File: config.mk
export PLATFORM = sky130hd
export DESIGN_NAME = seven_seg_mux
export DESIGN_NICKNAME = d
export VERILOG_FILES = /design/src/rtl/seven_seg_mux.sv
export SDC_FILE = /design/constraint.sdc
export NUM_CORES = 1
export LEC_CHECK = 0
export CAP_MARGIN = 20
export CORE_MARGIN = 2
export CORE_UTILIZATION = 35
export DETAILED_ROUTE_END_ITERATION = 12
export PLACE_DENSITY = 0.56
export RECOVER_POWER = 50
export REMOVE_ABC_BUFFERS = 1
export SKIP_LAST_GASP = 1
export SLEW_MARGIN = 0
export SYNTH_ARGS = -nofsm -noshare
export SYNTH_HDL_FRONTEND = slang
export SYNTH_SLANG_ARGS = --single-unit
File: constraint.sdc
create_clock -name clk -period 2.5 [get_ports clk]
set_clock_uncertainty 0.1 [all_clocks]
set_input_delay 0.625 -clock clk [delete_from_list [all_inputs] [get_ports clk]]
set_output_delay 0.625 -clock clk [all_outputs]
set_load 0.1 [all_outputs]
File: src/rtl/seven_seg_mux.sv
// seven_seg_mux: multiplexed 7-segment driver with binary-to-BCD conversion.
// Ports: clk, rst_n (sync, active-low); load/data capture a value;
//   busy high during decimal conversion; seg (active-low, seg[0]=a);
//   an (active-low digit enables, an[0]=LSD).
// Option: define SEVEN_SEG_LZB_EN for leading-zero blanking.
module seven_seg_mux #(
  parameter int NUM_DIGITS  = 4,
  parameter int DATA_W      = 8,
  parameter int REFRESH_DIV = 100000,
  parameter int HEX_MODE    = 0
) (
  input  logic                  clk,
  input  logic                  rst_n,
  input  logic                  load,
  input  logic [DATA_W-1:0]     data,
  output logic                  busy,
  output logic [6:0]            seg,
  output logic [NUM_DIGITS-1:0] an
);

  function automatic int dec_digits(input int w);
    longint unsigned v;
    int n;
    v = (64'd1 << w) - 64'd1;
    n = 0;
    while (v != 0) begin
      v = v / 10;
      n = n + 1;
    end
    if (n == 0) n = 1;
    return n;
  endfunction

  localparam int NEED  = (HEX_MODE != 0) ? (DATA_W + 3) / 4
                                         : dec_digits(DATA_W);
  localparam int BCD_W = 4 * NUM_DIGITS;
  localparam int IDX_W = (NUM_DIGITS > 1) ? $clog2(NUM_DIGITS) : 1;
  localparam int PRE_W = $clog2(REFRESH_DIV);
  localparam int CNT_W = $clog2(DATA_W + 1);

  if (NUM_DIGITS < 1 || NUM_DIGITS > 8 ||
      DATA_W < 1 || DATA_W > 26 ||
      REFRESH_DIV < 2 || NEED > NUM_DIGITS) begin : g_bad_cfg
    $error("seven_seg_mux: illegal configuration");
  end

  typedef enum logic {IDLE, CONV} state_t;

  state_t state, state_nxt;

  logic [DATA_W-1:0] bin, bin_nxt;
  logic [BCD_W-1:0]  bcd, bcd_adj, bcd_nxt;
  logic [BCD_W-1:0]  disp, data_ext;
  logic [CNT_W-1:0]  cnt;
  logic [PRE_W-1:0]  pre;
  logic [IDX_W-1:0]  idx;
  logic [3:0]        cur;
  logic              last;
  logic              blank;

  function automatic logic [6:0] hex7(input logic [3:0] d);
    logic [6:0] s;
    case (d)
      4'h0: s = 7'b1000000;
      4'h1: s = 7'b1111001;
      4'h2: s = 7'b0100100;
      4'h3: s = 7'b0110000;
      4'h4: s = 7'b0011001;
      4'h5: s = 7'b0010010;
      4'h6: s = 7'b0000010;
      4'h7: s = 7'b1111000;
      4'h8: s = 7'b0000000;
      4'h9: s = 7'b0010000;
      4'hA: s = 7'b0001000;
      4'hB: s = 7'b0000011;
      4'hC: s = 7'b1000110;
      4'hD: s = 7'b0100001;
      4'hE: s = 7'b0000110;
      default: s = 7'b0001110;
    endcase
    return s;
  endfunction

  assign busy     = (state == CONV);
  assign last     = (cnt == CNT_W'(DATA_W - 1));
  assign data_ext = BCD_W'(data);

  always_ff @(posedge clk) begin
    if (!rst_n) state <= IDLE;
    else        state <= state_nxt;
  end

  always_comb begin
    state_nxt = state;
    case (state)
      IDLE: if (load && HEX_MODE == 0) state_nxt = CONV;
      CONV: if (last) state_nxt = IDLE;
      default: state_nxt = IDLE;
    endcase
  end

  // one double-dabble step: add 3 to digits >= 5, then shift left
  always_comb begin
    bcd_adj = bcd;
    for (int i = 0; i < NUM_DIGITS; i++) begin
      if (bcd[4*i +: 4] >= 4'd5)
        bcd_adj[4*i +: 4] = bcd[4*i +: 4] + 4'd3;
    end
    {bcd_nxt, bin_nxt} = {bcd_adj[BCD_W-2:0], bin, 1'b0};
  end

  // disp only changes on commit so partial BCD is never shown
  always_ff @(posedge clk) begin
    if (!rst_n) begin
      bin  <= '0;
      bcd  <= '0;
      cnt  <= '0;
      disp <= '0;
    end else if (state == IDLE) begin
      if (load) begin
        if (HEX_MODE != 0) begin
          disp <= data_ext;
        end else begin
          bin <= data;
          bcd <= '0;
          cnt <= '0;
        end
      end
    end else begin
      bin <= bin_nxt;
      bcd <= bcd_nxt;
      cnt <= cnt + CNT_W'(1);
      if (last) disp <= bcd_nxt;
    end
  end

  always_ff @(posedge clk) begin
    if (!rst_n) begin
      pre <= '0;
      idx <= '0;
    end else if (pre == PRE_W'(REFRESH_DIV - 1)) begin
      pre <= '0;
      if (idx == IDX_W'(NUM_DIGITS - 1)) idx <= '0;
      else                               idx <= idx + IDX_W'(1);
    end else begin
      pre <= pre + PRE_W'(1);
    end
  end

  always_comb begin
    cur = '0;
    for (int i = 0; i < NUM_DIGITS; i++) begin
      if (IDX_W'(i) == idx) cur = disp[4*i +: 4];
    end
  end

`ifdef SEVEN_SEG_LZB_EN
  // blank a digit when it and every digit above it are zero
  always_comb begin
    logic nz;
    nz    = 1'b0;
    blank = 1'b0;
    for (int i = NUM_DIGITS - 1; i > 0; i--) begin
      nz = nz | (disp[4*i +: 4] != 4'd0);
      if (IDX_W'(i) == idx && !nz) blank = 1'b1;
    end
  end
`else
  assign blank = 1'b0;
`endif

  always_ff @(posedge clk) begin
    if (!rst_n) begin
      seg <= 7'b1111111;
      an  <= '1;
    end else begin
      seg <= blank ? 7'b1111111 : hex7(cur);
      an  <= ~(NUM_DIGITS'(1) << idx);
    end
  end

endmodule

run_1/port_trees.png
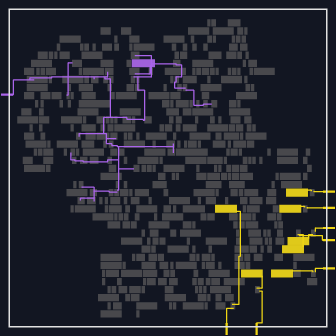
Key: purple = `busy` [bits 1, direction output, edge left, end cells 1, buffers 2, wire 279 um]; yellow = `seg` [bits 7, direction output, edge 5 right, 2 bottom, end cells 7, buffers 7, wire 111 um]

run_1/ff_map.png
Scale bar: 20 um. Other sequential cells in the stronger gray, the rest of the logic in the fainter gray.
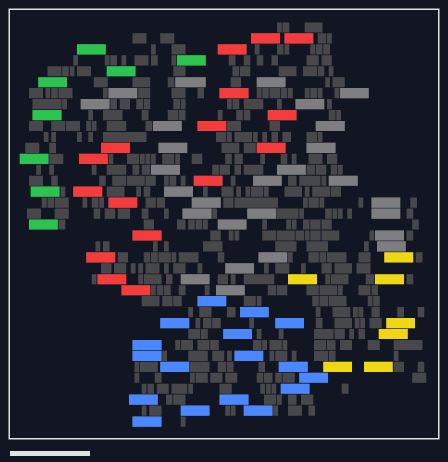
Key: red = `bcd` [sequential cells 16]; yellow = `seg` [sequential cells 7, where lower right]; green = `bin` [sequential cells 8, where upper left]; blue = `pre` [sequential cells 17, where bottom center]
Another 27 sequential cells are not colored.

==> summary.txt, run 1 <==
yosys + openroad results -> layout cells sized above 1 a little under an eighth, Top logic family simple AND/OR/NAND/NOR gates, most common logic cells in the final layout dfxtp_1, nor2_1, nand2_1, a21oi_1, inv_1, Overall Power 2.472 mW, ao+oa area frac 14.54%, H-tree Lvls 3, largest net degree at the start of global routing around 48, wire per inst 12.51 um, Cell Area, Synth 3666 um2, Post-synth mux share 4.642%, final hold vios 0, xor+xnor area frac 4.539%, Logic area approximately 2000 um2, most frequent cell after synthesis dfxtp_1, die width between 100 and 150 um, initial antenna violation count 0, grt met1 use 18.20%, Via Count between 2000 and 3000, first-pass GRT wire length between 10000 and 15000 um, cell total in the yosys stat output about 430, Worst setup EP type flop, Largest Register pre, sw frac 23.78%, I/O Pins 23, Cells after Synth 432, Max rail drop VDD roughly 270 uV, path type of the worst min-delay path flop to flop, Clk pin slew, worst setup/hold paths approximately 0.07 ns, Max Freq 427.4 MHz, yosys stat area approximately 3700 um2, grt total ovfl 0, WP data arrival 2.48 ns, Ant. Diodes 0, Main synth FF type dfxtp_1, sequential cell area 1503 um2, worst hold slack 0.3645 ns, Antenna Violating Nets Remaining 0, status finished clean, clock group share of total power 42.9%, drt pass-1 iters 4, logic gate share of total power approximately 7.5%, Post-CTS Setup Bufs 0, Layout area overhead 15.12%, die y size 106.3 um, Worst-Margin Slew 0.7237 ns, dominant cell type by area after synthesis dfxtp_1, Post-synth top cells dfxtp_1, nor2_1, nand2_1, a21oi_1, crit-path max FO 9, OpenROAD warning count 37, Post-synth EDFFs 0, Slew Limit Fails 0
run_1/clock_nets.png
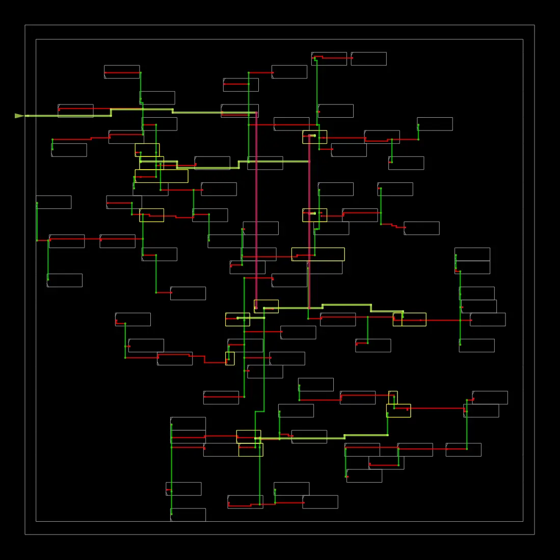
clk pwr: 1.06 mW
clk sink count: 75
cts bufs inserted: 9
number of clock buffers in the layout: 11

==> inputs of run 2 (changes only) <==
--- a/config.mk
+++ b/config.mk
@@ -11,7 +11,6 @@
 export DETAILED_ROUTE_END_ITERATION = 12
 export PLACE_DENSITY = 0.56
 export RECOVER_POWER = 50
-export REMOVE_ABC_BUFFERS = 1
 export SKIP_LAST_GASP = 1
 export SLEW_MARGIN = 0
 export SYNTH_ARGS = -nofsm -noshare
==> run 2 against run 1 <==
  * Cell count fell by 0.17%
  * Global-route usage fell by 0.77 points
  * Critical path type unchanged
  * Combinational power fell by 6%
  * Critical endpoint unchanged
==> summary.txt, run 2 <==
yosys + openroad results -> wire per inst 11.83 um (was 12.51 um), Worst setup EP type flop (unchanged), Post-CTS Setup Bufs 0 (unchanged), die y size 106.3 um (unchanged), dominant cell type by area after synthesis dfxtp_1 (unchanged), WP data arrival 2.46 ns (was 2.48 ns), grt total ovfl 0 (unchanged), sw frac 26.34% (was 23.78%), I/O Pins 23 (unchanged), Antenna Violating Nets Remaining 0 (unchanged), Max Freq 432.2 MHz (was 427.4 MHz), cell total in the yosys stat output 432 (unchanged), Post-synth EDFFs 0 (unchanged), first-pass GRT wire length 12210 um (was 12790 um), clk sink count 75 (unchanged), Cell Area, Synth 3666 um2 (unchanged), clock group share of total power 40.7% (was 42.9%), ao+oa area frac 14.54% (unchanged), Post-synth mux share 4.642% (unchanged), Post-synth top cells dfxtp_1, nor2_1, nand2_1, a21oi_1 (unchanged), Clk pin slew, worst setup/hold paths 0.09 ns (was 0.07 ns), Overall Power 2.371 mW (was 2.472 mW), xor+xnor area frac 4.539% (unchanged), final hold vios 0 (unchanged), Ant. Diodes 0 (unchanged), drt pass-1 iters 4 (unchanged), largest net degree at the start of global routing 45 (was 48), cts bufs inserted 9 (unchanged), layout cells sized above 1 12.01% (was 11.33%), sequential cell area 1501 um2 (was 1503 um2), Main synth FF type dfxtp_1 (unchanged), Top logic family simple AND/OR/NAND/NOR gates (unchanged), status finished clean (unchanged), worst hold slack 0.3662 ns (was 0.3645 ns), Cells after Synth 432 (unchanged), path type of the worst min-delay path flop to flop (unchanged), Slew Limit Fails 0 (unchanged), OpenROAD warning count 38 (was 37), crit-path max FO 9 (unchanged), most frequent cell after synthesis dfxtp_1 (unchanged)
run_2/clock_nets.png
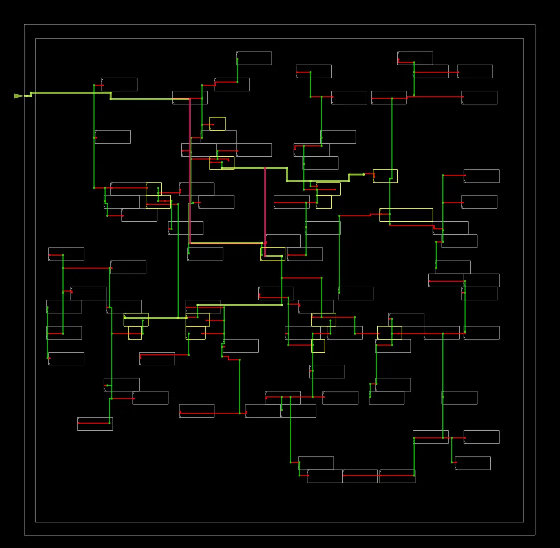
number of flip-flops and latches: 75
clk_lat worst skew: 0.35 ns
clk pwr: 0.965 mW
number of clock buffers in the layout: 9

run_2/sizing.png
Scale bar: 20 um.
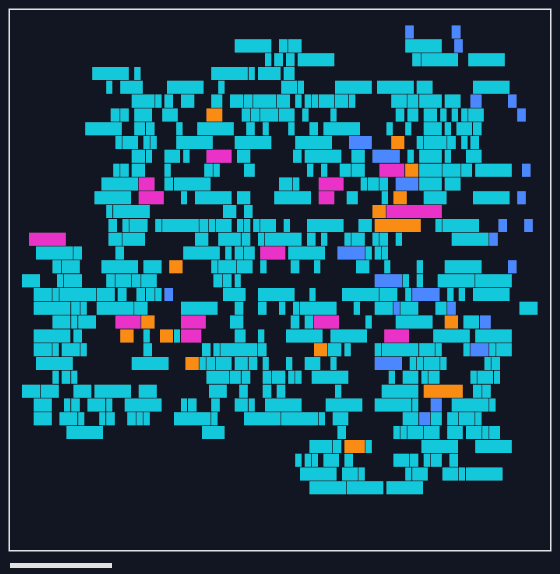
Key: magenta = x6 and larger [cells 14]; cyan = x1 and smaller [cells 403]; orange = x3 and x4 [cells 15]; blue = x2 [cells 26]

run_2/layers.png
Scale bar: 20 um.
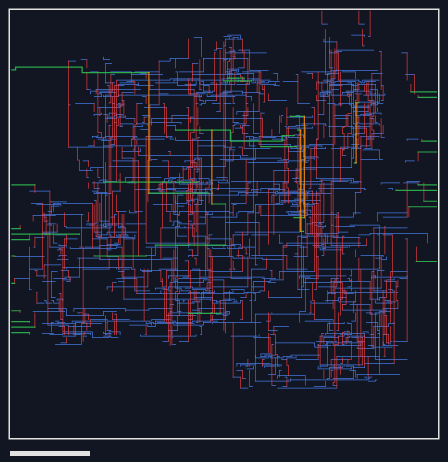
Key: blue = M1 [wire length 3410 um]; orange = M4 [wire length 114 um]; red = M2 [wire length 3240 um]; green = M3 [wire length 272 um]

No activity file was given, so power comes from the tool's default toggle rates.
